===== src/rtl/button_conditioner.sv =====
// ----------------------------------------------------------------------------
// button_conditioner
//   Turns N raw asynchronous push-button levels into clean per-channel events
//   for a game controller. Each channel goes through a two-flop synchronizer
//   and a debounce counter. It then produces:
//     - a stable level,
//     - press and release strobes,
//     - a move strobe (out) that fires on the press and then auto-repeats
//       while the button is held.
//
// Ports
//   clk            in   1  rising-edge clock for all state
//   reset          in   1  asynchronous active-high reset, clears everything
//   button         in   N  raw button levels, 1 = pressed
//   repeat_en      in   1  global auto-repeat enable
//   level          out  N  debounced, registered level per channel
//   press          out  N  one-cycle pulse on a level 0->1 change
//   release_pulse  out  N  one-cycle pulse on a level 1->0 change
//                          (named this way because "release" is a reserved
//                          word in SystemVerilog)
//   out            out  N  press OR auto-repeat pulse per channel
// ----------------------------------------------------------------------------
module button_conditioner #(
   parameter int N               = 4,
   parameter int DEBOUNCE_CYCLES = 4,
   parameter int REPEAT_DELAY    = 8,
   parameter int REPEAT_PERIOD   = 3
) (
   input  logic         clk,
   input  logic         reset,
   input  logic [N-1:0] button,
   input  logic         repeat_en,
   output logic [N-1:0] level,
   output logic [N-1:0] press,
   output logic [N-1:0] release_pulse,
   output logic [N-1:0] out
);

   localparam int DW   = $clog2(DEBOUNCE_CYCLES) + 1;
   localparam int RMAX = (REPEAT_DELAY > REPEAT_PERIOD) ? REPEAT_DELAY : REPEAT_PERIOD;
   localparam int RW   = $clog2(RMAX) + 1;

   localparam logic [DW-1:0] DB_LAST     = DW'(DEBOUNCE_CYCLES - 1);
   localparam logic [RW-1:0] DELAY_LAST  = RW'(REPEAT_DELAY - 1);
   localparam logic [RW-1:0] PERIOD_LAST = RW'(REPEAT_PERIOD - 1);

   typedef enum logic [1:0] {
      ST_IDLE = 2'd0,
      ST_WAIT = 2'd1,
      ST_RPT  = 2'd2
   } rpt_state_t;

   generate
      for (genvar gi = 0; gi < N; gi++) begin : g_chan
         logic            sync1_reg, sync2_reg;
         logic            level_reg, level_next;
         logic            press_reg, press_next;
         logic            release_reg, release_next;
         logic            out_reg;
         logic            rpt_fire;
         logic [DW-1:0]   db_cnt_reg, db_cnt_next;
         logic [RW-1:0]   rpt_cnt_reg, rpt_cnt_next;
         rpt_state_t      state_reg, state_next;

         // Debounce: the counter measures how long the synchronized input has
         // disagreed with the accepted level. Once it has disagreed for
         // DEBOUNCE_CYCLES cycles, the new level is taken. The counter can
         // never climb past DB_LAST, so it cannot wrap.
         always_comb begin
            db_cnt_next  = db_cnt_reg;
            level_next   = level_reg;
            press_next   = 1'b0;
            release_next = 1'b0;
            if (sync2_reg == level_reg) begin
               db_cnt_next = '0;
            end else if (db_cnt_reg >= DB_LAST) begin
               db_cnt_next  = '0;
               level_next   = sync2_reg;
               press_next   = sync2_reg;
               release_next = ~sync2_reg;
            end else begin
               db_cnt_next = db_cnt_reg + DW'(1);
            end
         end

         // Auto-repeat FSM. It is driven by the same-edge press/release
         // decisions, so repeat pulses line up with the level change. Release
         // wins over a coincident repeat expiry.
         always_comb begin
            state_next   = state_reg;
            rpt_cnt_next = rpt_cnt_reg;
            rpt_fire     = 1'b0;
            if (release_next) begin
               state_next   = ST_IDLE;
               rpt_cnt_next = '0;
            end else begin
               case (state_reg)
                  ST_IDLE: begin
                     if (press_next) begin
                        state_next   = ST_WAIT;
                        rpt_cnt_next = '0;
                     end
                  end
                  ST_WAIT: begin
                     if (!repeat_en) begin
                        rpt_cnt_next = '0;
                     end else if (rpt_cnt_reg >= DELAY_LAST) begin
                        rpt_fire     = 1'b1;
                        state_next   = ST_RPT;
                        rpt_cnt_next = '0;
                     end else begin
                        rpt_cnt_next = rpt_cnt_reg + RW'(1);
                     end
                  end
                  ST_RPT: begin
                     // Disabling repeat falls back to WAIT, so re-enabling
                     // restarts the full initial delay.
                     if (!repeat_en) begin
                        state_next   = ST_WAIT;
                        rpt_cnt_next = '0;
                     end else if (rpt_cnt_reg >= PERIOD_LAST) begin
                        rpt_fire     = 1'b1;
                        rpt_cnt_next = '0;
                     end else begin
                        rpt_cnt_next = rpt_cnt_reg + RW'(1);
                     end
                  end
                  default: begin
                     state_next   = ST_IDLE;
                     rpt_cnt_next = '0;
                  end
               endcase
            end
         end

         always_ff @(posedge clk or posedge reset) begin
            if (reset) begin
               sync1_reg   <= 1'b0;
               sync2_reg   <= 1'b0;
               db_cnt_reg  <= '0;
               level_reg   <= 1'b0;
               press_reg   <= 1'b0;
               release_reg <= 1'b0;
               out_reg     <= 1'b0;
               rpt_cnt_reg <= '0;
               state_reg   <= ST_IDLE;
            end else begin
               sync1_reg   <= button[gi];
               sync2_reg   <= sync1_reg;
               db_cnt_reg  <= db_cnt_next;
               level_reg   <= level_next;
               press_reg   <= press_next;
               release_reg <= release_next;
               out_reg     <= press_next | rpt_fire;
               rpt_cnt_reg <= rpt_cnt_next;
               state_reg   <= state_next;
            end
         end

         assign level[gi]         = level_reg;
         assign press[gi]         = press_reg;
         assign release_pulse[gi] = release_reg;
         assign out[gi]           = out_reg;
      end
   endgenerate

endmodule

===== config.mk =====
export PLATFORM = sky130hd
export DESIGN_NAME = button_conditioner
export DESIGN_NICKNAME = d
export VERILOG_FILES = /design/src/rtl/button_conditioner.sv
export SDC_FILE = /design/constraint.sdc
export NUM_CORES = 1
export LEC_CHECK = 0
export ABC_AREA = 1
export CORE_MARGIN = 1.5
export CORE_UTILIZATION = 59
export CTS_CLUSTER_DIAMETER = 120
export DETAILED_ROUTE_END_ITERATION = 6
export PLACE_DENSITY = 0.8
export SYNTH_ARGS = -nofsm -noshare
export SYNTH_HDL_FRONTEND = slang
export SYNTH_SLANG_ARGS = --single-unit
export TNS_END_PERCENT = 20

===== constraint.sdc =====
create_clock -name clk -period 2.2 [get_ports clk]
set_input_delay 0.44 -clock clk [delete_from_list [all_inputs] [get_ports clk]]
set_output_delay 0.44 -clock clk [all_outputs]
set_load 0.02 [all_outputs]

run_1/density.png
The bar under the picture is 20 um long. The die is cut into 8 by 8 equal tiles; dark purple is low, yellow is high, 0 to 100% covered.
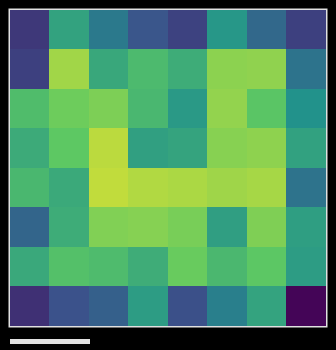
fullest tile: 91%
tiles over 75% full: 30%
mean over tiles: 59%
nearly empty tiles: 1.6%
Final Core Density: 0.687
fp_density: 0.618
core area: 5570 um^2

run_1/registers.png
The bar under the picture is 20 um long.
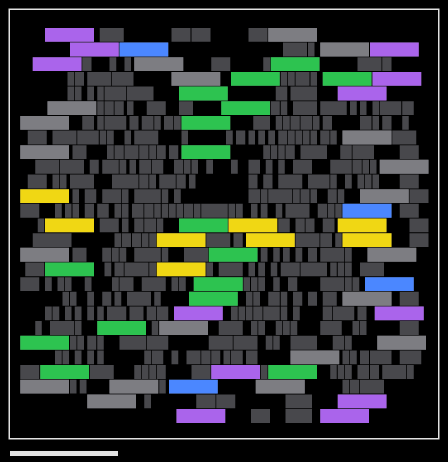
[g_chan.db_cnt_reg] purple | sequential cells: 12 | where: widely spread
[g_chan.release_reg] blue | sequential cells: 4
[g_chan.state_reg] yellow | sequential cells: 8
[g_chan.rpt_cnt_reg] green | sequential cells: 16
not colored: 20
register area: 1500 um^2
Seq power: 1590 uW
sequential share of cell area: 0.392

==> out/metrics.cfg, run 1 <==
[worst_hold_path]
hold_path_class=flop to flop
min_to=g_chan[0].sync2_reg
hp-start=g_chan[0].sync1_reg

[clock_network]
root_buffer=clkbuf_8
clock_path_buffers=2
cts.repair.resized=0
clk_pin_slew_worst_paths_ns=0.07

[yosys]
synth_warnings=0
synth_cell_types=26
yosys.area_share.simple=0.276
synthTopCellsByCount=nand2_1 (87), inv_1 (63), dfrtp_1 (60), ha_1 (31), nor2_1 (28)
top_area_frac=0.436
top_logic_kind=simple AND/OR/NAND/NOR gates
top_area_cell=dfrtp_1
synth_flops=60
synth_nets=440
mux_share=0
top_cells_by_area=dfrtp_1 (44%), ha_1 (11%), nand2_1 (9.5%), inv_1 (6.9%), buf_4 (3.7%)
top_cell=nand2_1
synthCells=402
compound_area_frac=0.0548
synthArstFlopShare=1.00
synthAdderAreaFrac=0.113

[run]
cap_viol_max_count=0
openroad.warnings=41

[global_route]
grt_pass1_wl_mm=10.5
grt_use_met2=0.382
grt_max_degree=61
gr-max-usage-layer=met2
antenna_found_initial=0
use_met1=0.248

[power_and_ir_drop]
power_uw=4610
powerDensity_nw_per_um2=1200
p_sw_uw=1910
pwr-share-clk=0.204
pwr-share-comb=0.452
power-top-group=combinational logic
p_int_uw=2700
p_seq_frac=0.345
peakVddDrop_mv=0.642

[place]
dp_slack_ns=0.508
post_dp_cell_area_um2=3640
dp.cells=480

[routing]
drc_errors=0
drt-initial-drc-count=156
routed-wl-met2_mm=2.91
vias_per_cell=5.11

[setup_path]
r2r_cells=10
slowest_stage=clkdlybuf4s50_1
path_max_fanout=3
path_cells=clkdlybuf4s50_1

[die]
ios=23
die_w_um=79.4
dieArea_um2=6310
placement_rows=27
taps=72

[run_status]
status=finished clean

[layout]
nClkBuffers=14
dominant_cells=logic gates
fin_cells=495
nNonClkBuffers=24
non_clock_inverter_count=67
clock_area_frac=0.0490
fin_nets=457
num-multi-input-gates=257
layout_top_cells=nand2_1 (87), inv_1 (62), dfrtp_1 (60)

[timing]
max_clock_freq_mhz=559
rsz0062_at_grt=no
setup-tns-final_ns=0
final_critical_path_setup_slack_ns=0.410

run_1/final_clocks.png
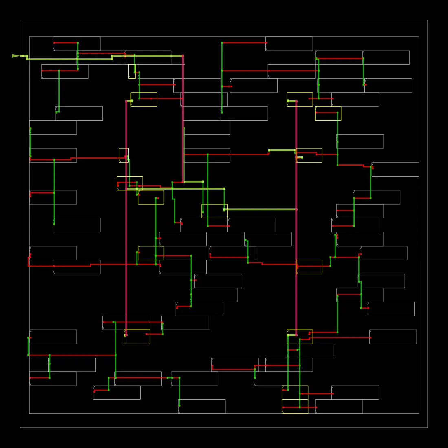
flop count: 60
clk pwr: 939 uW
Final Skew: 0.00687 ns
Sink Count: 60

run_1/metal_stack.png
Two of the layers only.
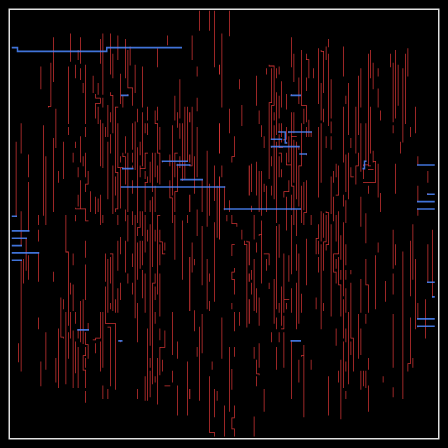

==> run 1 -> run 2 <==
==> constraint.sdc (replaced) <==
create_clock -name clk -period 1.7 [get_ports clk]
set_input_delay 0.34 -clock clk [delete_from_list [all_inputs] [get_ports clk]]
set_output_delay 0.34 -clock clk [all_outputs]
set_load 0.02 [all_outputs]
run_2/metal_stack.png
Two of the layers only.
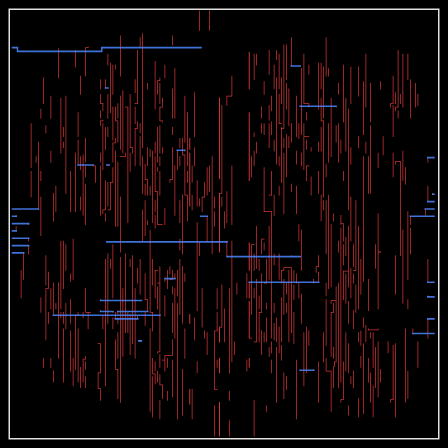
[met3] blue | wire length: 176 um
[met2] red | wire length: 2910 um

==> out/metrics.cfg, run 2 <==
[yosys]
synthCells=402
synth_warnings=0
synthArstFlopShare=1.00
mux_share=0
top_cells_by_area=dfrtp_1 (44%), ha_1 (11%), nand2_1 (9.5%), inv_1 (6.9%), buf_4 (3.7%)
top_area_cell=dfrtp_1
synthTopCellsByCount=nand2_1 (87), inv_1 (63), dfrtp_1 (60), ha_1 (31), nor2_1 (28)
top_cell=nand2_1
synthAdderAreaFrac=0.113
synth_nets=440
synth_cell_types=26
compound_area_frac=0.0548
synth_flops=60
top_logic_kind=simple AND/OR/NAND/NOR gates
yosys.area_share.simple=0.276

[timing]
setup-tns-final_ns=0
hold_ws_ns=0.312
final_critical_path_setup_slack_ns=0.0599
fin_skew_ns=0.00600
rsz0062_at_grt=no
max_clock_freq_mhz=610

[clock_network]
clock_path_buffers=2
insertion_delay_ns=0.34
cts.repair.resized=1
root_buffer=clkbuf_8
cts.sinks=60
clk_pin_slew_worst_paths_ns=0.06

[global_route]
grt_pass1_vias=2516
antenna_found_initial=0
grt_max_degree=28
gr-max-usage-layer=met2
grt_pass1_wl_mm=10.6
grt_util_met3=0.0411
grt_use_total=0.220
use_met1=0.262
grt_use_met2=0.379

[power_and_ir_drop]
pwr-share-clk=0.226
pwr-share-comb=0.446
p_seq_frac=0.328
pg_seq_uw=2050
clock_power_uw=1410
pg_comb_uw=2780
p_int_uw=3690
peakVddDrop_mv=1.01
power-top-group=combinational logic
p_sw_uw=2540
powerDensity_nw_per_um2=1590
power_uw=6230

[die]
ios=23
placement_rows=27
fp_util=0.618
die_w_um=79.4
taps=72
fp.coreArea_um2=5570

[layout]
flops=60
fin_nets=458
synthToLayoutAreaGrowth_pct=13.7
buf_share=0.0725
layout_top_cells=nand2_1 (86), inv_1 (62), dfrtp_1 (60)
nClkBuffers=12
clock_area_frac=0.0556
non_clock_inverter_count=67
flop_area_um2=1500
dominant_cells=logic gates
num-multi-input-gates=257
nNonClkBuffers=25
fin_cells=497
seq_area_frac=0.383
final_core_util=0.703

[routing]
route.vias.total=2509
drc_errors=0
drt-initial-drc-count=131
routed-wl-met2_mm=2.91

[run]
openroad.warnings=41
cap_viol_max_count=0

[setup_path]
crit_type=flop to primary output
worstSetupPathDepth=1
path_cells=clkdlybuf4s50_1
slowest_stage=clkdlybuf4s50_1
r2r_cells=8
path_max_fanout=3

[place]
io_buffers=22
dp.cells=481
post_dp_cell_area_um2=3680
dp_slack_ns=0.126

[worst_hold_path]
hold_path_class=input port to asynchronous set/reset pin

[run_status]
status=finished clean

Power and IR drop assume default switching activity.
